==> config.mk <==
export PLATFORM = sky130hd
export DESIGN_NAME = uart_rx_fifo
export DESIGN_NICKNAME = d
export VERILOG_FILES = /design/src/rtl/uart_rx_fifo.sv
export SDC_FILE = /design/constraint.sdc
export NUM_CORES = 1
export LEC_CHECK = 0
export CELL_PAD_IN_SITES_DETAIL_PLACEMENT = 0
export CELL_PAD_IN_SITES_GLOBAL_PLACEMENT = 1
export CORE_AREA = 3 3 119 121
export CTS_BUF_LIST = sky130_fd_sc_hd__clkbuf_4 sky130_fd_sc_hd__clkbuf_8
export DETAILED_ROUTE_END_ITERATION = 10
export DIE_AREA = 0 0 122 124
export PLACE_DENSITY_LB_ADDON = 0.12
export SYNTH_ARGS = -nofsm -noshare
export SYNTH_HDL_FRONTEND = slang
export SYNTH_SLANG_ARGS = --single-unit
==> constraint.sdc <==
create_clock -name clock -period 3.3 [get_ports clock]
set_input_delay 0.495 -clock clock [delete_from_list [all_inputs] [get_ports clock]]
set_output_delay 0.495 -clock clock [all_outputs]
set_load 0.01 [all_outputs]
==> src/rtl/uart_rx_fifo.sv <==
// Receive byte FIFO between the UART receiver and the bus-facing component.
// Optional idle-timeout interrupt enabled by defining UART_RX_FIFO_TIMEOUT_EN.
module uart_rx_fifo #(
  parameter int DATA_WIDTH     = 8,
  parameter int DEPTH          = 16,
  parameter int AW             = 4,
  parameter int TIMEOUT_CYCLES = 1000
) (
  input  logic                  clock,
  input  logic                  reset,
  input  logic [DATA_WIDTH-1:0] rx_byte,
  input  logic                  rx_complete,
  input  logic                  rd_strobe,
  input  logic                  flush,
  input  logic                  clr_overrun,
  input  logic [AW:0]           threshold,
  output logic [DATA_WIDTH-1:0] rd_data,
  output logic                  empty,
  output logic                  full,
  output logic [AW:0]           count,
  output logic                  overrun,
  output logic                  irq
);

  localparam logic [AW:0] DEPTH_C = (AW+1)'(DEPTH);

  typedef enum logic {
    IDLE,
    ARMED
  } irq_state_t;

  logic [DATA_WIDTH-1:0] mem [DEPTH];
  logic [AW-1:0]         wr_ptr;
  logic [AW-1:0]         rd_ptr;
  logic [AW:0]           cnt;
  logic                  push;
  logic                  pop;
  logic                  ovf;
  logic                  thr_irq;
  irq_state_t            state;
  irq_state_t            state_nxt;

  assign empty   = (cnt == '0);
  assign full    = (cnt == DEPTH_C);
  assign count   = cnt;
  assign rd_data = mem[rd_ptr];

  assign pop  = rd_strobe & ~empty;
  assign push = rx_complete & (~full | pop);
  // A dropped byte during flush is not an overflow; flush discards it anyway
  assign ovf  = rx_complete & full & ~pop & ~flush;

  always_ff @(posedge clock) begin
    if (push && !flush) begin
      mem[wr_ptr] <= rx_byte;
    end
  end

  always_ff @(posedge clock) begin
    if (!reset) begin
      wr_ptr <= '0;
      rd_ptr <= '0;
      cnt    <= '0;
    end else if (flush) begin
      wr_ptr <= '0;
      rd_ptr <= '0;
      cnt    <= '0;
    end else begin
      if (push) begin
        wr_ptr <= wr_ptr + 1'b1;
      end
      if (pop) begin
        rd_ptr <= rd_ptr + 1'b1;
      end
      unique case (1'b1)
        push && !pop: cnt <= cnt + 1'b1;
        pop && !push: cnt <= cnt - 1'b1;
        default:      cnt <= cnt;
      endcase
    end
  end

  always_ff @(posedge clock) begin
    if (!reset) begin
      overrun <= 1'b0;
    end else if (ovf) begin
      overrun <= 1'b1;
    end else if (clr_overrun) begin
      overrun <= 1'b0;
    end
  end

  always_ff @(posedge clock) begin
    if (!reset) begin
      state <= IDLE;
    end else begin
      state <= state_nxt;
    end
  end

  always_comb begin
    state_nxt = state;
    unique case (state)
      IDLE: begin
        if (threshold != '0 && cnt >= threshold) begin
          state_nxt = ARMED;
        end
      end
      ARMED: begin
        if (threshold == '0 || cnt < threshold) begin
          state_nxt = IDLE;
        end
      end
      default: state_nxt = IDLE;
    endcase
    if (flush) begin
      state_nxt = IDLE;
    end
  end

  assign thr_irq = (state == ARMED);

`ifdef UART_RX_FIFO_TIMEOUT_EN
  localparam int TW = $clog2(TIMEOUT_CYCLES + 1);
  localparam logic [TW-1:0] TO_MAX = TW'(TIMEOUT_CYCLES);

  logic [TW-1:0] idle_cnt;
  logic          to_hit;

  always_ff @(posedge clock) begin
    if (!reset) begin
      idle_cnt <= '0;
    end else if (push || pop || flush || empty) begin
      idle_cnt <= '0;
    end else if (idle_cnt != TO_MAX) begin
      idle_cnt <= idle_cnt + 1'b1;
    end
  end

  assign to_hit = (idle_cnt == TO_MAX);
  assign irq    = thr_irq | to_hit;
`else
  logic unused_timeout;
  assign unused_timeout = (TIMEOUT_CYCLES != 0);
  assign irq            = thr_irq;
`endif

endmodule
Fig. 1: run 1, congestion heat map
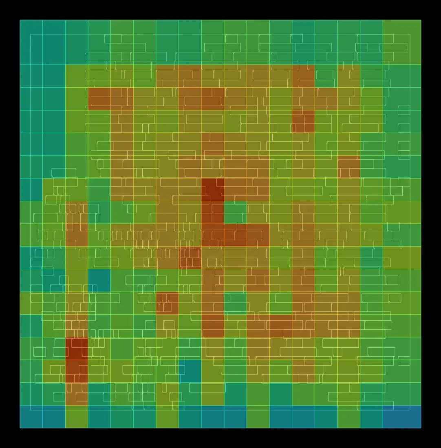
M3 GR Usage: 4.90%
busiest grt layer: met2
GRT Util Overall: 17.6%
final core occ: 53.0%

Fig. 2: run 1, wire density map
Bar = 20 µm. 24 x 25 tiles, from black (low) to pale yellow (high), scaled to the fullest tile. Values are wire area over tile area, all layers added.
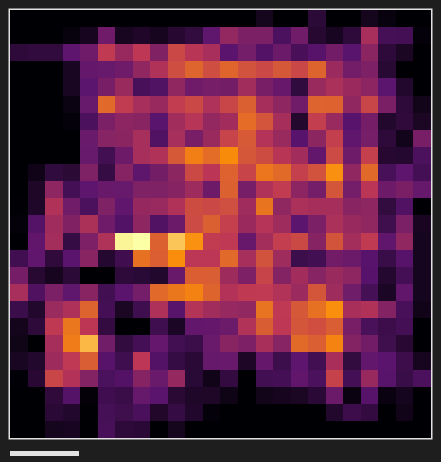
emptiest ninth of the die: upper left
nearly empty tiles: 17%
tiles over half the peak: 17%
densest ninth of the die: centre
per-cell routed wire length: 21.0 µm
Vias: 2,995
Total Wirelength: 11.9 mm

==> reports/metrics.yaml, run 1 <==
status: "finished, final reports clean"
finalSetupViolCount: 0
synth-xor-area-share_pct: 1.33
flops: 147
clockBufferDepth: 2
cap_violations: 0
cp_common_cell: "mux4_2"
gp_congestion: 0.797
seq_share_pct: 60.5
antenna_cells: 0
max_stage_delay_ps: 520
clock_cell_area_share_pct: 5.66
path_cells: "buf_12, mux4_2, mux4_2, clkdlybuf4s50_1"
die-area_um2: 15100
p_int_uw: 2890
place_area_um2: 6590
cts_sinks: 147
cts_tree: "yes"
postRouteAntennaNets: 0
synthAoiAreaFrac_pct: 2.47
placementRows: 42
edf_count: 128
area_dominant_class: "flip-flops and latches"
worst_pin_slew_ps: 913
ctsHoldBuffers: 0
drtIter0Drc: 329
finClkSkew_ps: 6.55
grt_pass1_vias: 3164
numSynthFlops: 147
ff_type: "edfxtp_1"
top_power_group: "sequential cells"
grt_start_max_net_pins: 33
clkTransAtPathRegs_ps: 80
mux_area_share_pct: 15.7
ys_seq_share_pct: 71.3
pg_seq_uw: 2040
crit_path_start_kind: "flip-flop"
synth.distinct_cells: 37
synth_area_per_cell_um2: 18.6
n_clock_buffer: 20
combAreaFraction_pct: 22.9
inverters: 8
top_area_share_pct: 64.9
fp_nets: 350
hold_violations: 0
netlist_area_um2: 5930
p_comb_share_pct: 5.3
final_nets: 407
leakagePower_uw: 0.00225
finalInstanceArea_um2: 6990
pg_comb_uw: 194
clock.fmax_mhz: 323
power_uw: 3630
setup-tns-final_ps: 0
yosysWarnings: 0
Fig. 3: run 1, metal 2
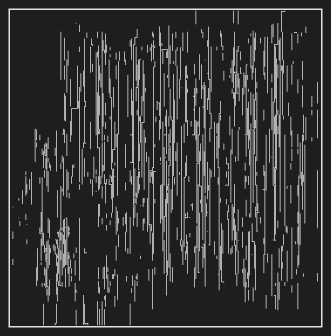
wire length on this layer: 5,710 µm
main direction: vertical
share of all routed wire: 48%
longest straight run: 68.3 µm
GR Layer Usage met2: 27.0%

[run 1: per-stage QoR]
stage | setup WS [ps] | instances | hold slack [ps]
after CTS | 39.2 | 565 | 530
after detailed placement | 461 | 533 | 518
after floorplan | 972 | 319 | 482
final | 206 | 565 | 531
after global routing | 65.7 | 565 | 570
after global placement | 514 | 533 | 505
[run 1: routing by layer]
layer / vias up / routed length [µm] / track usage [%]
li1: 1378 / - / -
met1: 1514 / 5230 / 24.5
met2: 89 / 5710 / 27.0
met3: 14 / 785 / 4.90
met4: 0 / 151 / 5.88
met5: - / 0 / 0
[run 1: worst paths after layout]
kind,slack [ps],end,cells after the start,from
setup / recovery,210,rd_data[0],4,flip-flop
hold / removal,530,rd_ptr[3],2,rd_ptr[3]
setup reg to reg,690,count[4],9,count[1]
hold reg to reg,530,rd_ptr[3],2,rd_ptr[3]
[run 1: synth_stat cells, drive strengths merged, types with 5 or more instances]
cell type,instances
a21oi,7
buf,9
xor2,6
nor2,28
mux4,40
nand2,11
clkbuf,6
dfxtp,19
inv,8
nand2b,6
edfxtp,128
ha,12
o21ai,5
[run 1: placed cells by master, fill, tap and decap left out, types with 5 or more instances in the layout]
| cell | n |
|---|---|
| edfxtp_1 | 128 |
| mux4_2 | 40 |
| clkdlybuf4s50_1 | 35 |
| nor2_1 | 28 |
| dfxtp_1 | 18 |
| clkbuf_8 | 17 |
| buf_4 | 16 |
| ha_1 | 12 |
| nand2_1 | 11 |
| inv_1 | 8 |
| a21oi_1 | 7 |
| nand2b_1 | 6 |
| xor2_1 | 6 |
| o21ai_0 | 5 |
| clkinv_2 | 5 |
[run 1: flip-flops by register name, indices dropped and copies added, names as in the netlist, named ones only]
signal,count
rd_ptr,4
mem,128
count,5
wr_ptr,4
irq,1
overrun,1
Fig. 4: run 1, metal 1
Bar = 20 µm.
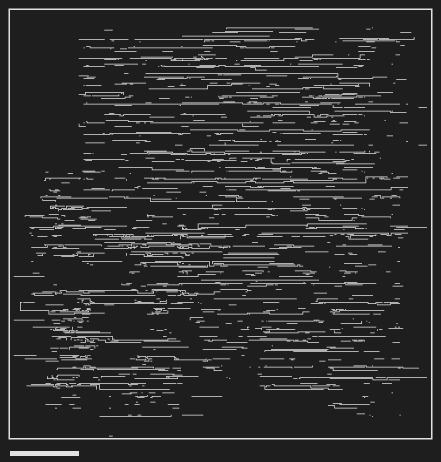

## Run 2: what changed since run 1
GPL_TIMING_DRIVEN = 0   (was not set)
SETUP_SLACK_MARGIN = 0.2   (was not set)
Fig. 5: run 2, metal 1
Bar = 20 µm.
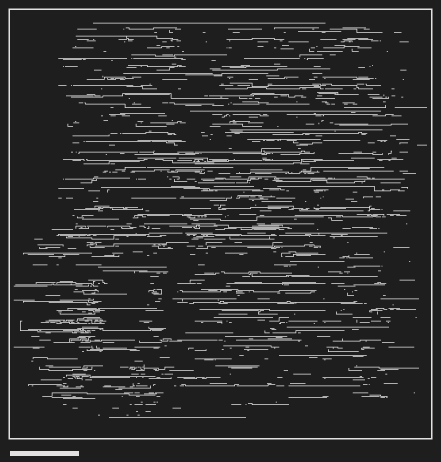
longest straight run: 67.2 µm
main direction: horizontal
wire length on this layer: 5,350 µm
share of all routed wire: 45%
Total Wirelength: 12.0 mm
GR Layer Usage met1: 22.9%
Vias: 3,005

==> reports/metrics.yaml, run 2 <==
area_growth_pct: 18.7
postRouteAntennaNets: 0
setup_ws_ps: 332
max_stage_delay_ps: 540
setup-tns-final_ps: 0
reg2reg_from: "count[1]"
synth_area_per_cell_um2: 18.6
finalInstanceArea_um2: 7030
r2r_cells: 10
top_power_group: "sequential cells"
worst_pin_slew_ps: 917
common_cells: "128 x edfxtp_1, 40 x mux4_2, 28 x nor2_1"
worstSetupEndpoint: "rd_data[5]"
cts_tree: "yes"
pg_seq_uw: 2040
drtIter0Drc: 192
cp.depth: 5
final_nets: 406
r2r-end: "count[4]"
clkTransAtPathRegs_ps: 80
cts_sinks: 147
leakagePower_uw: 0.00227
numSynthFlops: 147
placementRows: 42
ctsHoldBuffers: 0
top_area_share_pct: 64.9
pg_comb_uw: 201
grt_start_max_net_pins: 17
place_area_um2: 6510
status: "finished, final reports clean"
hold_violations: 0
crit_path_start_kind: "flip-flop"
p_comb_share_pct: 5.2
yosysWarnings: 0
synth.distinct_cells: 37
lay_top_count: "edfxtp_1"
edf_count: 128
cap_violations: 0
die-area_um2: 15100
synth_top_cell_by_count: "edfxtp_1"
gp_congestion: 0.765
whs_ps: 464
clockBufferDepth: 2
timing.reg2reg.setup_slack_ps: 640
ff_type: "edfxtp_1"
finalSetupViolCount: 0
cp_common_cell: "mux4_2"
ys_seq_share_pct: 71.3
layout_top_cells: "128 x edfxtp_1, 40 x mux4_2, 28 x nor2_1, 26 x clkdlybuf4s50_1, 19 x dfxtp_1"
Fig. 6: run 2, congestion heat map
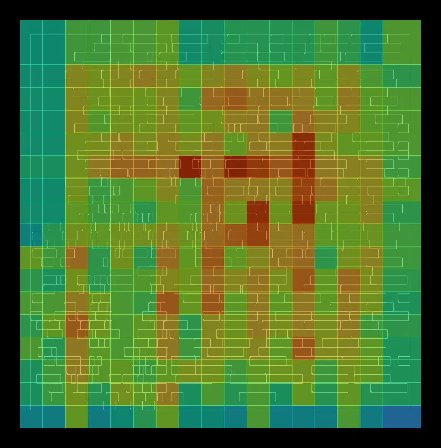
final core occ: 53.3%
GRT Util Overall: 17.3%
per-cell routed wire length: 21.2 µm
M3 GR Usage: 5.77%

## run 2: layer usage
metal | share of wire, % | track usage (%) | routed length [µm] | up-vias
li1 | - | - | - | 1387
met1 | 45 | 22.9 | 5350 | 1540
met2 | 48 | 27.6 | 5790 | 67
met3 | 5.5 | 5.77 | 658 | 11
met4 | 1.2 | 5.25 | 144 | 0
met5 | 0 | 0 | 0 | -
## run 2: worst min-delay path by stage
stage / start / endpoint / slack [ps] / cells after the start
floorplan: wr_ptr[1] / wr_ptr[1] / 480 / 2
global placement: wr_ptr[1] / wr_ptr[1] / 510 / 2
detailed placement: rd_ptr[3] / flip-flop / 520 / 2
CTS: rx_complete / wr_ptr[1] / 430 / 3
global route: rx_complete / wr_ptr[1] / 500 / 3
finish: rx_complete / wr_ptr[1] / 460 / 3
## run 2: what timing repair did
| item | CTS | global route |
|---|---|---|
| setup endpoints to repair | 8 | 0 |
| hold endpoints to repair | 0 | 0 |
| resized | 28 | 0 |
## run 2: cell type report
cell class | instances | area share [%]
tap | 176 | 3.13
timing repair buffer | 37 | 4.91
multi-input combinational | 149 | 22.9
clock inverter | 15 | 3.38
inverter | 8 | 0.427
buffer | 15 | 1.90
sequential | 147 | 60.1
clock buffer | 17 | 3.33
## run 2: per-stage QoR
step,total power [µW],std cells
finish,3860,564
global route,4000,564
CTS,3910,564
detailed placement,2280,532
global placement,2280,529
floorplan,2180,319
## run 2: cell families after synthesis
logic type                 count (synthesis)  synth area share (%)
DFF                                      147                  71.3
and+or+nand+nor                           62                  5.00
muxes                                     43                  15.7
AOI/OAI and AO/OA                         23                  2.47
buffers and inverters                     23                  1.69
adders and majority gates                 12                  2.53
xor gates and xnor gates                   9                  1.33
Fig. 7: run 2, metal 2
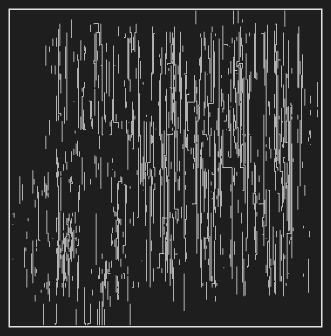

## Run 3: what changed since run 2
GPL_ROUTABILITY_DRIVEN = 0   (was not set)
clock period = 3.6 ns   (was 3.3 ns; I/O delays follow)
Fig. 8: run 3, metal 2
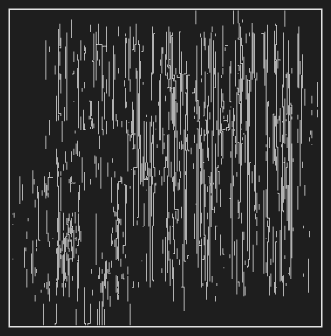
longest straight run: 67.3 µm
wire length on this layer: 5,780 µm
share of all routed wire: 48%
GR Layer Usage met2: 27.6%
Total Wirelength: 12.0 mm
Vias: 3,009

Fig. 9: run 3, wire density map
Bar = 20 µm. 24 x 25 tiles, from black (low) to pale yellow (high), scaled to the fullest tile. Values are wire area over tile area, all layers added.
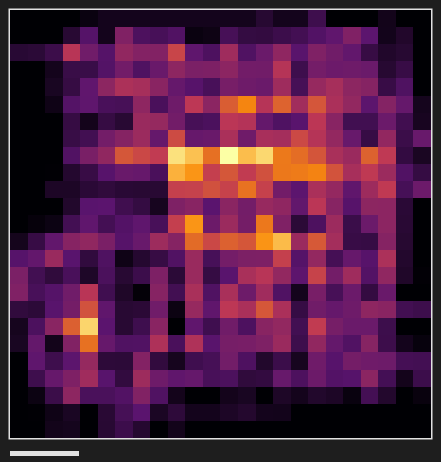
tiles over half the peak: 9.5%
densest ninth of the die: centre
mean over tiles: 0.12
per-cell routed wire length: 21.2 µm

==> reports/metrics.yaml, run 3 <==
clock_cell_area_share_pct: 6.73
finalInstanceArea_um2: 7010
finalSetupViolCount: 0
edf_count: 128
area_growth_pct: 18.3
final_nets: 406
antenna_cells: 0
clkTransAtPathRegs_ps: 80
numSynthFlops: 147
postRouteAntennaNets: 0
inverters: 8
tapCellCount: 176
r2r-end: "count[4]"
fp_nets: 350
place_area_um2: 6510
area_dominant_class: "flip-flops and latches"
layout.nonclk_buf_share_pct: 6.55
min_from: "rx_complete"
max_stage_delay_ps: 560
cts_tree: "yes"
cp_common_cell: "mux4_2"
hold_path_depth: 3
routed-wl-met3_um: 670
cap_violations: 0
grt_start_max_net_pins: 17
hold_violations: 0
status: "finished, final reports clean"
simple_gate_share_pct: 5.00
ys_seq_share_pct: 71.3
met1Wirelength_mm: 5.37
synth_area_per_cell_um2: 18.6
clockBufferDepth: 2
path_cells: "clkbuf_4, buf_8, mux4_2, mux4_2, clkdlybuf4s50_1"
clock.fmax_mhz: 306
highest_layer: "met4"
grt_use_total_pct: 17.3
n_clock_buffer: 17
synthAoiAreaFrac_pct: 2.47
synth.distinct_cells: 37
grt-busiest-layer: "met2"
top_area_share_pct: 64.9
placementRows: 42
worst_pin_slew_ps: 913
top_logic_kind: "multiplexers"
synth-xor-area-share_pct: 1.33
p_int_uw: 2840
layout_top_cells: "128 x edfxtp_1, 40 x mux4_2, 34 x clkdlybuf4s50_1, 28 x nor2_1, 19 x dfxtp_1"
crit_path_start_kind: "flip-flop"
route.met2.wl_mm: 5.78
mux_area_share_pct: 15.7
flops: 147
synth_top_cell_by_count: "edfxtp_1"
leakagePower_uw: 0.00225
lay_top_count: "edfxtp_1"
use_met1_pct: 22.8
==> run 3: cell counts after synthesis <==
No cell type changed its count.
==> run 3: through the flow <==
| stage | std cells | power (µW) | utilization [%] | setup WS [ps] |
|---|---|---|---|---|
| after global routing | 564 | 3670 | 53.2 | 212 |
| final | 564 | 3540 | 53.2 | 335 |
| after detailed placement | 532 | 2090 | 49.3 | 393 |
| after floorplan | 319 | 2000 | - | 1230 |
| after global placement | 529 | 2090 | 49.2 | 364 |
| after CTS | 564 | 3580 | 53.1 | 203 |
==> run 3: tightest hold or removal path, delay by kind of cell <==
kind	cells	cell delay, ps
AND-OR/OR-AND	1	50
buffers and inverters	1	180
AND/OR/NAND/NOR	1	130
==> run 3: how the worst max path moves through the flow <==
stage               startpoint    endpoint  slack (ps)  cells past startpoint
floorplan            flip-flop  rd_data[0]        1230                      4
CTS                  flip-flop  rd_data[7]         200                      5
global route         flip-flop  rd_data[5]         210                      5
finish               flip-flop  rd_data[5]         340                      5
detailed placement   flip-flop  rd_data[5]         390                      5
global placement     rd_strobe   mem[0][3]         360                      5
==> run 3: power groups by stage <==
stage | clock (µW) | combinational (µW) | sequential [µW]
floorplan | 0 | 95.1 | 1900
global placement | 0 | 182 | 1910
detailed placement | 0 | 185 | 1910
CTS | 1530 | 188 | 1870
global route | 1590 | 203 | 1870
finish | 1490 | 186 | 1870
==> run 3: cell families (layout without fill, tap and decap cells) <==
| group | Yosys count | count (layout) |
|---|---|---|
| buffers and inverters | 23 | 92 |
| AND-OR/OR-AND | 23 | 23 |
| XOR/XNOR | 9 | 9 |
| multiplexers | 43 | 43 |
| flip-flops | 147 | 147 |
| AND/OR/NAND/NOR | 62 | 62 |
| adder cells (fa/ha/maj) | 12 | 12 |
Power figures rest on the tool's default switching activity, not on a simulated workload.
